===== config.mk =====
export PLATFORM = sky130hd
export DESIGN_NAME = adc_emulator
export DESIGN_NICKNAME = d
export VERILOG_FILES = /design/src/rtl/adc_emulator.sv
export SDC_FILE = /design/constraint.sdc
export NUM_CORES = 1
export LEC_CHECK = 0
export CAP_MARGIN = 0
export CORE_MARGIN = 3
export CORE_UTILIZATION = 57
export CTS_CLUSTER_SIZE = 20
export DETAILED_ROUTE_END_ITERATION = 16
export PLACE_DENSITY = 0.84
export SYNTH_ARGS = -nofsm -noshare
export SYNTH_HDL_FRONTEND = slang
export SYNTH_SLANG_ARGS = --single-unit

===== constraint.sdc =====
create_clock -name CLK -period 5 [get_ports CLK]
set_input_delay 1 -clock CLK [delete_from_list [all_inputs] [get_ports CLK]]
set_output_delay 1 -clock CLK [all_outputs]
set_load 0.02 [all_outputs]

===== src/rtl/adc_emulator.sv =====
// Emulates the dual-channel serial ADC: fixed conversion timing, then MSB-first shift-out of two samples.
// Build option: ADC_EMU_PATTERN_EN replaces DATA_A/DATA_B with an internal counting pattern.
module adc_emulator #(
    parameter int DATA_W   = 16,
    parameter int CONV_DLY = 4,
    parameter int BUSY_CYC = 70
) (
    input  logic              CLK,
    input  logic              RST_N,
    input  logic              CNVST_ADC,
    input  logic              CS_ADC,
    input  logic              SCLK_ADC,
    input  logic [DATA_W-1:0] DATA_A,
    input  logic [DATA_W-1:0] DATA_B,
    output logic              BUSY_ADC,
    output logic              DOUTA_ADC,
    output logic              DOUTB_ADC,
    output logic              CONV_DONE,
    output logic              OVERRUN,
    output logic [1:0]        state_dbg
);

    localparam int CNT_W = $clog2(BUSY_CYC + CONV_DLY + 1);
    localparam int BIT_W = $clog2(DATA_W + 1);
    localparam logic [CNT_W-1:0] DLY_LAST  = CNT_W'(CONV_DLY - 1);
    localparam logic [CNT_W-1:0] BUSY_LAST = CNT_W'(BUSY_CYC - 1);
    localparam logic [BIT_W-1:0] BIT_FULL  = BIT_W'(DATA_W);

    typedef enum logic [1:0] {
        ST_IDLE  = 2'd0,
        ST_DELAY = 2'd1,
        ST_BUSY  = 2'd2,
        ST_READY = 2'd3
    } state_t;

    state_t            state, state_d;
    logic [CNT_W-1:0]  cnt, cnt_d;
    logic              busy_d, ovr_d, load;

    logic [2:0]        cnv_sync, cs_sync, sclk_sync;
    logic              cnv_fall, cs_fall, sclk_fall;
    logic              cs_low;

    logic [DATA_W-1:0] sh_a, sh_b;
    logic [DATA_W-1:0] src_a, src_b;
    logic [BIT_W-1:0]  bit_cnt;

    // [0],[1] synchronize; [2] is the previous value used for edge detection.
    always_ff @(posedge CLK or negedge RST_N) begin
        if (!RST_N) begin
            cnv_sync  <= '1;
            cs_sync   <= '1;
            sclk_sync <= '1;
            cnv_fall  <= 1'b0;
            cs_fall   <= 1'b0;
            sclk_fall <= 1'b0;
        end else begin
            cnv_sync  <= {cnv_sync[1:0], CNVST_ADC};
            cs_sync   <= {cs_sync[1:0], CS_ADC};
            sclk_sync <= {sclk_sync[1:0], SCLK_ADC};
            cnv_fall  <= cnv_sync[2] & ~cnv_sync[1];
            cs_fall   <= cs_sync[2] & ~cs_sync[1];
            sclk_fall <= sclk_sync[2] & ~sclk_sync[1];
        end
    end

    // cs_sync[2] updates on the same edge that raises cs_fall, so the two stay aligned.
    assign cs_low    = ~cs_sync[2];
    assign state_dbg = state;

    always_ff @(posedge CLK or negedge RST_N) begin
        if (!RST_N) begin
            state     <= ST_IDLE;
            cnt       <= '0;
            BUSY_ADC  <= 1'b0;
            CONV_DONE <= 1'b0;
            OVERRUN   <= 1'b0;
        end else begin
            state     <= state_d;
            cnt       <= cnt_d;
            BUSY_ADC  <= busy_d;
            CONV_DONE <= load;
            OVERRUN   <= ovr_d;
        end
    end

    always_comb begin
        state_d = state;
        cnt_d   = cnt;
        busy_d  = BUSY_ADC;
        ovr_d   = OVERRUN;
        load    = 1'b0;
        case (state)
            ST_IDLE, ST_READY: begin
                // The detection cycle is the first of the CONV_DLY delay cycles.
                if (cnv_fall) begin
                    state_d = ST_DELAY;
                    cnt_d   = CNT_W'(1);
                end
            end
            ST_DELAY: begin
                if (cnv_fall) ovr_d = 1'b1;
                if (cnt == DLY_LAST) begin
                    state_d = ST_BUSY;
                    cnt_d   = '0;
                    busy_d  = 1'b1;
                end else begin
                    cnt_d = cnt + 1'b1;
                end
            end
            ST_BUSY: begin
                if (cnv_fall) ovr_d = 1'b1;
                if (cnt == BUSY_LAST) begin
                    state_d = ST_READY;
                    cnt_d   = '0;
                    busy_d  = 1'b0;
                    load    = 1'b1;
                end else begin
                    cnt_d = cnt + 1'b1;
                end
            end
            default: state_d = ST_IDLE;
        endcase
    end

    // Load has priority over any shift or frame start in the same cycle.
    always_ff @(posedge CLK or negedge RST_N) begin
        if (!RST_N) begin
            sh_a      <= '0;
            sh_b      <= '0;
            bit_cnt   <= '0;
            DOUTA_ADC <= 1'b0;
            DOUTB_ADC <= 1'b0;
        end else if (load) begin
            sh_a <= src_a;
            sh_b <= src_b;
            if (cs_low) begin
                DOUTA_ADC <= src_a[DATA_W-1];
                DOUTB_ADC <= src_b[DATA_W-1];
                bit_cnt   <= BIT_W'(1);
            end else begin
                DOUTA_ADC <= 1'b0;
                DOUTB_ADC <= 1'b0;
                bit_cnt   <= '0;
            end
        end else if (!cs_low) begin
            DOUTA_ADC <= 1'b0;
            DOUTB_ADC <= 1'b0;
            bit_cnt   <= '0;
        end else if (cs_fall) begin
            DOUTA_ADC <= sh_a[DATA_W-1];
            DOUTB_ADC <= sh_b[DATA_W-1];
            bit_cnt   <= BIT_W'(1);
        end else if (sclk_fall) begin
            if (bit_cnt < BIT_FULL) begin
                sh_a      <= {sh_a[DATA_W-2:0], 1'b0};
                sh_b      <= {sh_b[DATA_W-2:0], 1'b0};
                DOUTA_ADC <= sh_a[DATA_W-2];
                DOUTB_ADC <= sh_b[DATA_W-2];
                bit_cnt   <= bit_cnt + 1'b1;
            end else begin
                DOUTA_ADC <= 1'b0;
                DOUTB_ADC <= 1'b0;
            end
        end
    end

`ifdef ADC_EMU_PATTERN_EN
    logic [DATA_W-1:0] pat_cnt;
    logic              unused_data;

    always_ff @(posedge CLK or negedge RST_N) begin
        if (!RST_N) pat_cnt <= '0;
        else if (load) pat_cnt <= pat_cnt + 1'b1;
    end

    assign src_a       = pat_cnt;
    assign src_b       = ~pat_cnt;
    assign unused_data = ^{DATA_A, DATA_B};
`else
    assign src_a = DATA_A;
    assign src_b = DATA_B;
`endif

endmodule


==> metrics.log, run 1 <==
[report] extracting results
[metrics] yosys cell count: 295
[metrics] first-pass GRT wire length: 10000 um
[metrics] PostCTS Resize Cnt: 0
[metrics] Critical Path Sink Type: output port
[metrics] result of the run: completed
[metrics] synthesized instance count: 295
[metrics] Registers, synthesis: 63
[metrics] initial antenna violation count: 0
[metrics] highest net fanout along the worst path: 4
[metrics] most instantiated flip-flop cell in the synthesis netlist: sky130_fd_sc_hd__dfrtp_1
[metrics] worst-path cell chain: clkdlybuf4s50_1
[metrics] Distinct cells, synth: 41
[metrics] total power density per cell area: 428 nW/um2
[metrics] leading cell types in the layout, fill and taps excluded: sky130_fd_sc_hd__nand2_1, sky130_fd_sc_hd__dfrtp_1, sky130_fd_sc_hd__nor2_1
[metrics] NumNets Final: 379
[metrics] part of the Yosys area used for sequential elements: 0.561
[metrics] end point of the worst hold path: cs_sync[1]$_DFF_PN1_
[metrics] Worst-Margin Slew: 1.01 ns
[metrics] kind of cell adding the most delay to the critical path: buffers and inverters
[metrics] Syn Area/Cell: 9.59 um2
[metrics] placed cells: 392
[metrics] Diodes inserted: 0
[metrics] post-synthesis net count: 338
[metrics] P&R area growth vs syn: 24.6%
[metrics] delay contributed by the slowest stage of the critical path: 0.62 ns
[metrics] clock transition time at the flip-flop clock pins of the worst setup and hold paths: 0.07 ns
[metrics] max-slew violations: 0
[metrics] DR pass1 iterations: 4
[metrics] instance count along the most critical hold path: 0
[metrics] CP arrival: 1.35 ns
[metrics] DRC marker count from the first detailed-route iteration: 166
[metrics] async set-or-reset flop fraction in the synthesized netlist: 1.00
[metrics] core utilization before placement: 0.595
[metrics] unrepaired setup endpoints after global routing: false
[metrics] Setup Viol. Count Final: 0
[metrics] pin count of the biggest net entering global routing: 64
[metrics] post-synthesis instance area: 2830 um2
[metrics] CTS hold repair buffers: 0
[metrics] final core utilization: 0.742
[metrics] number of placement rows: 25
[metrics] number of enable-type register cells in the synthesized netlist: 0
[metrics] final number of hold-violating endpoints: 0
[metrics] global placement routability congestion: 0.793
[metrics] crit path launch: state_dbg[0]$_DFFE_PN0P_
[metrics] buffer-and-inverter tally for the worst setup path: 1
[metrics] Top cell excl fill/tap: sky130_fd_sc_hd__nand2_1
[metrics] TritonCTS clock tree: yes
[metrics] R2R Setup Slk: 2.79 ns
[metrics] startpoint type of the worst setup path: register
[metrics] dpl hpwl: 3750 um
[metrics] via count of the first global-routing pass: 2179
[metrics] Largest cells by area: sky130_fd_sc_hd__dfrtp_1, sky130_fd_sc_hd__nand2_1, sky130_fd_sc_hd__dfstp_2
[metrics] global route overflow: 0
[metrics] Ports: 44
[metrics] Post CTS Setup Buffer Count: 0
[metrics] post-route fraction of the period consumed by the critical path: 0.469
[metrics] reg2reg start: cnt[0]$_DFFE_PN0N_
[metrics] ANT nets after route: 0
[metrics] number of maximum-capacitance violations: 0
[metrics] cell at the slowest stage of the critical path: sky130_fd_sc_hd__clkdlybuf4s50_1
[metrics] number of warnings reported in the yosys synthesis log: 0
[metrics] number of H-tree branching levels: 3
[metrics] via-per-instance ratio: 5.57
[metrics] Synth area leader: sky130_fd_sc_hd__dfrtp_1
[metrics] filler-free cell count of the finished design: 408
[metrics] RR Endpoint: DOUTA_ADC$_DFFE_PN0P_
[metrics] largest buffer count on any clock path: 2
[metrics] Area leader share: 0.477
[metrics] chip footprint: 5850 um2
[metrics] Latency at later pin: 0.34 ns
[metrics] tightest slew margin relative to the limit: 0.324
[metrics] Tmin final: 2.35 ns
[metrics] class of the most critical setup path: register to output port
[metrics] min-delay src: cs_sync[0]$_DFF_PN1_
[metrics] setup skew after layout: 0.0104 ns
[metrics] Clock Root Buffer: sky130_fd_sc_hd__clkbuf_8
[metrics] final-layout setup total negative slack: 0 ns
[metrics] path depth of the worst reg2reg path: 6
[metrics] Max Clk Rate: 426 MHz
[metrics] Clock Sink Count: 63
[metrics] WP data required: 4.00 ns
[metrics] final-layout fill cell count: 339
[metrics] layout cell share with drive strength beyond 1: 0.0997
[metrics] path type of the worst min-delay path: register to register
[metrics] OpenROAD warning count: 29
[metrics] crit path capture: state_dbg[0]
[metrics] leakage: 1.59 nW
[metrics] input/output buffers: 43
[metrics] final routed DRC violation total: 0
[metrics] critical path depth: 1
[metrics] post-synth area from yosys stat: 2830 um2
==> run 1: routing by layer <==
metal | global-route usage | vias up | share of wire
met1 | 0.276 | 1113 | 0.44
met3 | 0.0757 | 15 | 0.057
met2 | 0.328 | 52 | 0.48
met4 | 0.101 | 0 | 0.023
li1 | - | 1092 | -
met5 | 0 | - | 0
==> run 1: registers in the layout (all words and copies together) (netlist names), 2 cells and up <==
name / flops
sh_a: 16
sh_b: 16
cnt: 7
bit_cnt: 5
cnv_sync: 3
cs_sync: 3
sclk_sync: 3
state_dbg: 2
==> run 1: cell type report <==
type | count | area (um2) | area share
clock buffer | 11 | 141 | 0.0401
clock inverter | 5 | 105 | 0.0298
inverter | 7 | 26.3 | 0.00745
multi-input combinational | 211 | 1150 | 0.326
sequential | 63 | 1590 | 0.450
tap | 67 | 83.8 | 0.0238
timing repair buffer | 44 | 433 | 0.123
==> run 1: power breakdown <==
part,internal (W),switching [W]
Combinational,0.000134,0.000170
Clock,0.000345,0.000196
Sequential,0.000600,0.0000628
Total,0.00108,0.000429
==> run 1: worst register-to-register path, cell delays in order, from the launching register on <==
cell                      delay [ns]
sky130_fd_sc_hd__dfrtp_1        0.42
sky130_fd_sc_hd__ha_1           0.21
sky130_fd_sc_hd__and3_1         0.24
sky130_fd_sc_hd__nand3_4        0.49
sky130_fd_sc_hd__inv_2          0.18
sky130_fd_sc_hd__a221o_1        0.31
sky130_fd_sc_hd__a32o_1         0.25
==> run 1: Yosys cell counts (2+ instances only) <==
library cell and instances:
sky130_fd_sc_hd__a41oi_1 2, sky130_fd_sc_hd__buf_2 2, sky130_fd_sc_hd__dfrtp_1 54, sky130_fd_sc_hd__o21a_1 2
sky130_fd_sc_hd__nor3_1 3, sky130_fd_sc_hd__nor2b_1 6, sky130_fd_sc_hd__dfstp_2 9, sky130_fd_sc_hd__ha_1 6
sky130_fd_sc_hd__a31oi_1 30, sky130_fd_sc_hd__clkbuf_1 10, sky130_fd_sc_hd__nor2_1 43, sky130_fd_sc_hd__mux2i_1 3
sky130_fd_sc_hd__nand2_1 80, sky130_fd_sc_hd__o31ai_1 2, sky130_fd_sc_hd__nand3_1 4, sky130_fd_sc_hd__and2_1 3
sky130_fd_sc_hd__o221ai_1 5, sky130_fd_sc_hd__inv_1 6, sky130_fd_sc_hd__xor2_1 3
==> run 1: stage by stage <==
step / setup slack, ns / area, um2 / power (W) / hold slack [ns]
3_3_place_gp: 2.90 / 3280 / 0.000957 / 0.346
6_report: 2.65 / 3530 / 0.00151 / 0.351
5_1_grt: 2.58 / 3530 / 0.00158 / 0.357
2_1_floorplan: 3.34 / 2830 / 0.000852 / 0.345
3_5_place_dp: 2.81 / 3280 / 0.000974 / 0.349
4_1_cts: 2.64 / 3530 / 0.00152 / 0.353
==> run 1: logic make-up after synthesis <==
| family | count (synthesis) | share of synthesized area |
|---|---|---|
| AOI/OAI and AO/OA | 52 | 0.137 |
| adders and majority gates | 6 | 0.0265 |
| DFF | 63 | 0.561 |
| muxes | 3 | 0.0106 |
| xor gates and xnor gates | 3 | 0.00929 |
| and+or+nand+nor | 147 | 0.222 |
| buffers and inverters | 21 | 0.0327 |
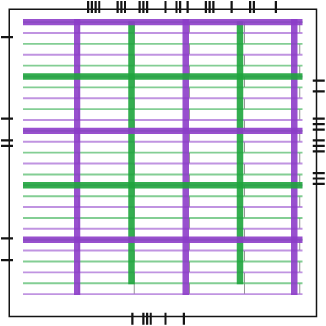
**Above:** run 1 (power grid).
(4 px per um) Pins as bars on the die edge. Tap cells in grey.
legend:
  VSS:
    colour: purple
  VDD:
    colour: green
tap cells: 67
rows: 25
met1 rails: 26
met5 straps: 5
met4 straps: 5
Floorplan Core Area: 4750 um2
maximum resistive drop on vdd: 291 uV
die width: 76.5 um
vertical die dimension: 76.5 um

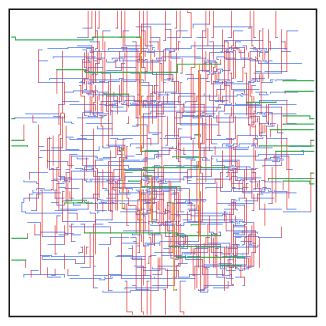
**Above:** run 1 (routed metal, one colour a layer).
(4 px per um)
legend:
  met3:
    colour: green
    wire_length: 333 um
  met1:
    colour: blue
    wire_length: 2550 um
  met4:
    colour: orange
    wire_length: 133 um
  met2:
    colour: red
    wire_length: 2830 um
Routed WL: 5840 um
via count: 2272
total routing usage reported by global routing: 0.215
average routed wire per standard cell: 14.3 um

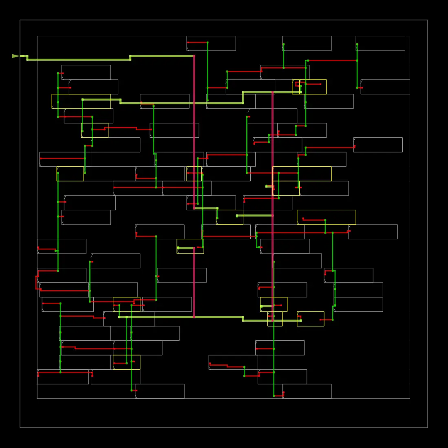
**Above:** run 1 (clock routing).
sequential cell count: 63
final-layout clock buffer total: 11
reported clock group power: 0.000541 W
number of buffers created by CTS: 9

**Run 1: signal wires on met3**

(4 px per um)
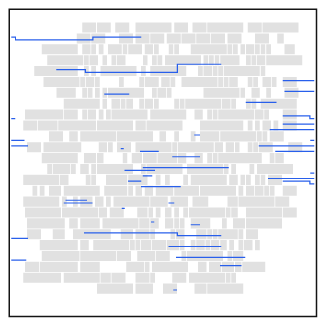

==> run 2: changes to the inputs <==
- CORE_UTILIZATION: 57 -> 53
- PLACE_DENSITY: 0.84 -> 0.79
- clock period: 5 -> 2.4 ns (I/O delays scaled with it)
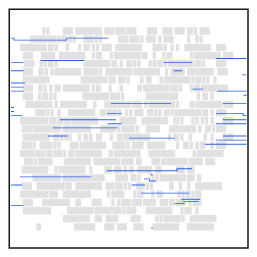
**Above:** run 2 (signal wires on met3).
(3 px per um)
share of all routed wire: 6.1%
nets with wire on the layer: 35
longest straight run: 23.5 um
Routed WL: 5970 um
met3 Track Usage GR: 0.0771
via count: 2232

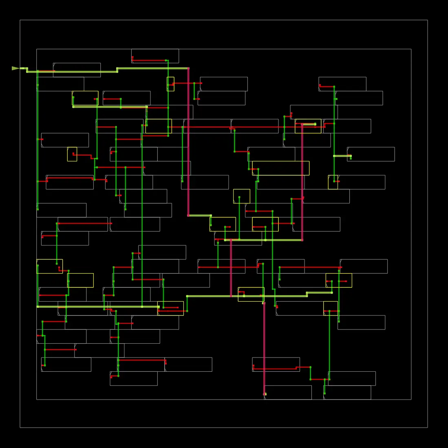
**Above:** run 2 (clock routing).
reported clock group power: 0.000919 W
Latency at later pin: 0.34 ns
Clock Sink Count: 63

==> metrics.log, run 2 <==
[report] extracting results
[metrics] max-slew violations: 0 (unchanged)
[metrics] core utilization before placement: 0.573 (-0.0226)
[metrics] area of the multi-input gates: 1150 um2 (unchanged)
[metrics] leakage: 1.59 nW (+0.41%)
[metrics] Max Clk Rate: 539 MHz
[metrics] yosys cell count: 295 (unchanged)
[metrics] Worst-Margin Slew: 0.570 ns (-0.444 ns)
[metrics] total routing usage reported by global routing: 0.214 (-0.00106)
[metrics] Floorplan Core Area: 4940 um2 (+3.9%)
[metrics] average routed wire per standard cell: 14.5 um (+1.2%)
[metrics] maximum resistive drop on vdd: 638 uV (+120%)
[metrics] tightest slew margin relative to the limit: 0.620 (+0.296)
[metrics] post-route fraction of the period consumed by the critical path: 0.773
[metrics] leading cell types in the layout, fill and taps excluded: sky130_fd_sc_hd__nand2_1, sky130_fd_sc_hd__dfrtp_1, sky130_fd_sc_hd__nor2_1
[metrics] reported net switching power: 0.000890 W (+110%)
[metrics] most instantiated flip-flop cell in the synthesis netlist: sky130_fd_sc_hd__dfrtp_1
[metrics] Post CTS Setup Buffer Count: 0 (unchanged)
[metrics] result of the run: completed
[metrics] path type of the worst min-delay path: input pin to async pin
[metrics] CP arrival: 2.08 ns (+0.73 ns)
[metrics] setup skew after layout: 0.0102 ns (-0.000143 ns)
[metrics] Tmin final: 1.86 ns
[metrics] Clock Root Buffer: sky130_fd_sc_hd__clkbuf_8
[metrics] ranking of synthesized cells by instance count: sky130_fd_sc_hd__nand2_1, sky130_fd_sc_hd__dfrtp_1, sky130_fd_sc_hd__nor2_1
[metrics] post-synthesis instance area: 2830 um2 (unchanged)
[metrics] Area leader share: 0.477 (unchanged)
[metrics] reg2reg start: cnt[0]$_DFFE_PN0N_
[metrics] Registers, synthesis: 63 (unchanged)
[metrics] dpl hpwl: 3950 um (+5.5%)
[metrics] OpenROAD warning count: 29 (unchanged)
[metrics] DRC marker count from the first detailed-route iteration: 159 (-4.2%)
[metrics] chip footprint: 6250 um2 (+6.9%)
[metrics] Distinct cells, synth: 41 (unchanged)
[metrics] Sequential cell area: 1590 um2 (unchanged)
[metrics] Largest cells by area: sky130_fd_sc_hd__dfrtp_1, sky130_fd_sc_hd__nand2_1, sky130_fd_sc_hd__dfstp_2
[metrics] R2R Setup Slk: 0.54 ns (-2.25 ns)
[metrics] initial antenna violation count: 0 (unchanged)
[metrics] sequential group share of total power: 0.470 (+0.030)
[metrics] Diodes inserted: 0 (unchanged)
[metrics] Ports: 44 (unchanged)
[metrics] global placement routability congestion: 0.850 (+7.2%)
[metrics] total power density per cell area: 832 nW/um2 (+95%)
[metrics] Design Area, Final: 3520 um2 (-0.18%)
[metrics] Synth top cell by count: sky130_fd_sc_hd__nand2_1
[metrics] layout cell share with drive strength beyond 1: 0.110 (+0.0104)
[metrics] pin count of the biggest net entering global routing: 39 (-39%)
[metrics] post-synth area from yosys stat: 2830 um2 (unchanged)
[metrics] via count of the first global-routing pass: 2155 (-1.1%)
[metrics] number of warnings reported in the yosys synthesis log: 0 (unchanged)
[metrics] RR Endpoint: DOUTA_ADC$_DFFE_PN0P_
[metrics] vertical die dimension: 79.1 um (+3.4%)
[metrics] number of maximum-capacitance violations: 0 (unchanged)
[metrics] WP data required: 2.63 ns (-1.37 ns)
[metrics] global route overflow: 0 (unchanged)
[metrics] Synth area leader: sky130_fd_sc_hd__dfrtp_1
[metrics] ANT nets after route: 0 (unchanged)
[metrics] Setup Viol. Count Final: 0 (unchanged)
[metrics] Switching Share: 0.304 (+0.0193)
[metrics] die width: 79.1 um (+3.4%)
[metrics] Top cell excl fill/tap: sky130_fd_sc_hd__nand2_1
[metrics] DR pass1 iterations: 4 (unchanged)
[metrics] TritonCTS clock tree: yes
[metrics] CTS hold repair buffers: 0 (unchanged)
[metrics] number of placement rows: 25 (unchanged)
[metrics] number of H-tree branching levels: 3 (unchanged)
[metrics] unrepaired setup endpoints after global routing: false
[metrics] post-synthesis net count: 338 (unchanged)
[metrics] final number of hold-violating endpoints: 0 (unchanged)
[metrics] Logic pwr share: 0.217 (+0.015)
[metrics] part of the Yosys area used for sequential elements: 0.561 (unchanged)
[metrics] final-layout fill cell count: 412 (+22%)
[metrics] highest-utilization routing layer at the global route stage: met2
[metrics] largest buffer count on any clock path: 2 (unchanged)
[metrics] placed cells: 396 (+1.0%)
[metrics] via-per-instance ratio: 5.42 (-2.7%)
[metrics] class of the most critical setup path: register to register
[metrics] synthesized instance count: 295 (unchanged)
[metrics] number of buffers created by CTS: 9 (unchanged)
[metrics] final-layout setup total negative slack: 0 ns (unchanged)
[metrics] path depth of the worst reg2reg path: 6 (unchanged)
[metrics] Syn Area/Cell: 9.59 um2 (unchanged)
[metrics] first-pass GRT wire length: 10200 um (+2.0%)
[metrics] P&R area growth vs syn: 24.4%
[metrics] final routed DRC violation total: 0 (unchanged)
[metrics] met2 global-route usage: 0.317 (-0.0104)
[metrics] clock network fraction of total power: 0.313 (-0.045)
[metrics] filler-free cell count of the finished design: 412 (+0.98%)
[metrics] input/output buffers: 43 (unchanged)
[metrics] Critical Path Sink Type: register
[metrics] largest registers: sh_a (16), sh_b (16), cnt (7)
[metrics] number of enable-type register cells in the synthesized netlist: 0 (unchanged)
[metrics] GR met1 Demand/Resource: 0.294 (+0.0180)
[metrics] highest net fanout along the worst path: 21 (+17)
[metrics] design internal power: 0.00204 W (+89%)
[metrics] NumNets Final: 383 (+1.1%)
[metrics] startpoint type of the worst setup path: register
[metrics] clock transition time at the flip-flop clock pins of the worst setup and hold paths: 0.07 ns (about the same)
[metrics] PostCTS Resize Cnt: 0 (unchanged)
[metrics] placed inst area: 3320 um2 (+1.3%)
[metrics] async set-or-reset flop fraction in the synthesized netlist: 1.00 (unchanged)
run 2: netlist changes by cell type in the layout (fill, tap and decap cells not counted):
cell,before,now
sky130_fd_sc_hd__buf_12,0,1
sky130_fd_sc_hd__buf_4,1,4
sky130_fd_sc_hd__bufinv_16,3,1
sky130_fd_sc_hd__clkinv_2,0,2
sky130_fd_sc_hd__clkinvlp_4,2,1
sky130_fd_sc_hd__inv_6,0,1
run 2: how the worst max path moves through the flow:
stage | startpoint | to | slack [ns]
global placement | cnt[0]$_DFFE_PN0N_ | DOUTA_ADC$_DFFE_PN0P_ | 0.62
CTS | state_dbg[0]$_DFFE_PN0P_ | state_dbg[0] | 0.54
finish | cnt[0]$_DFFE_PN0N_ | DOUTA_ADC$_DFFE_PN0P_ | 0.54
global route | cnt[0]$_DFFE_PN0N_ | DOUTA_ADC$_DFFE_PN0P_ | 0.44
floorplan | cnt[0]$_DFFE_PN0N_ | DOUTA_ADC$_DFFE_PN0P_ | 0.74
detailed placement | cnt[0]$_DFFE_PN0N_ | DOUTA_ADC$_DFFE_PN0P_ | 0.56
run 2: cells by family after synthesis:
family,after synthesis,share of synthesized area
compound gates,52,0.137
xor+xnor,3,0.00929
fa+ha+maj,6,0.0265
buf+inv,21,0.0327
flops,63,0.561
mux,3,0.0106
simple gates,147,0.222
run 2: per-layer routing:
layer / up-vias / share of wire
met5: - / 0
met4: 0 / 0.013
met3: 8 / 0.061
met2: 67 / 0.48
met1: 1062 / 0.44
li1: 1095 / -
run 2: worst max-delay path: stages (launching register included):
cell,delay [ns]
sky130_fd_sc_hd__dfrtp_1,0.43
sky130_fd_sc_hd__ha_1,0.21
sky130_fd_sc_hd__and3_1,0.23
sky130_fd_sc_hd__nand3_4,0.24
sky130_fd_sc_hd__inv_2,0.11
sky130_fd_sc_hd__a221o_1,0.28
sky130_fd_sc_hd__a32o_1,0.25
run 2: final cells by class:
| cell class | count | area share |
|---|---|---|
| Multi-Input combinational cell | 211 | 0.327 |
| Inverter | 7 | 0.00746 |
| Clock inverter | 5 | 0.0160 |
| Timing Repair Buffer | 48 | 0.135 |
| Tap cell | 67 | 0.0238 |
| Clock buffer | 11 | 0.0402 |
| Sequential cell | 63 | 0.451 |
run 2: metrics by stage:
stage / util / setup WS (ns) / hold slack (ns) / total power (W)
finish: 0.712 / 0.545 / 0.127 / 0.00293
global route: 0.712 / 0.443 / 0.158 / 0.00310
CTS: 0.712 / 0.535 / 0.138 / 0.00296
detailed placement: 0.672 / 0.555 / 0.348 / 0.00203
global placement: 0.672 / 0.620 / 0.346 / 0.00200
floorplan: - / 0.739 / 0.184 / 0.00177
run 2: power groups by stage:
| stage | Sequential (W) | Clock [W] | Combinational [W] |
|---|---|---|---|
| CTS | 0.00138 | 0.000944 | 0.000639 |
| global route | 0.00140 | 0.000983 | 0.000721 |
| floorplan | 0.00138 | 0 | 0.000390 |
| finish | 0.00138 | 0.000919 | 0.000635 |
| detailed placement | 0.00139 | 0 | 0.000634 |
| global placement | 0.00138 | 0 | 0.000623 |
Power is estimated from default activity; no workload was simulated.
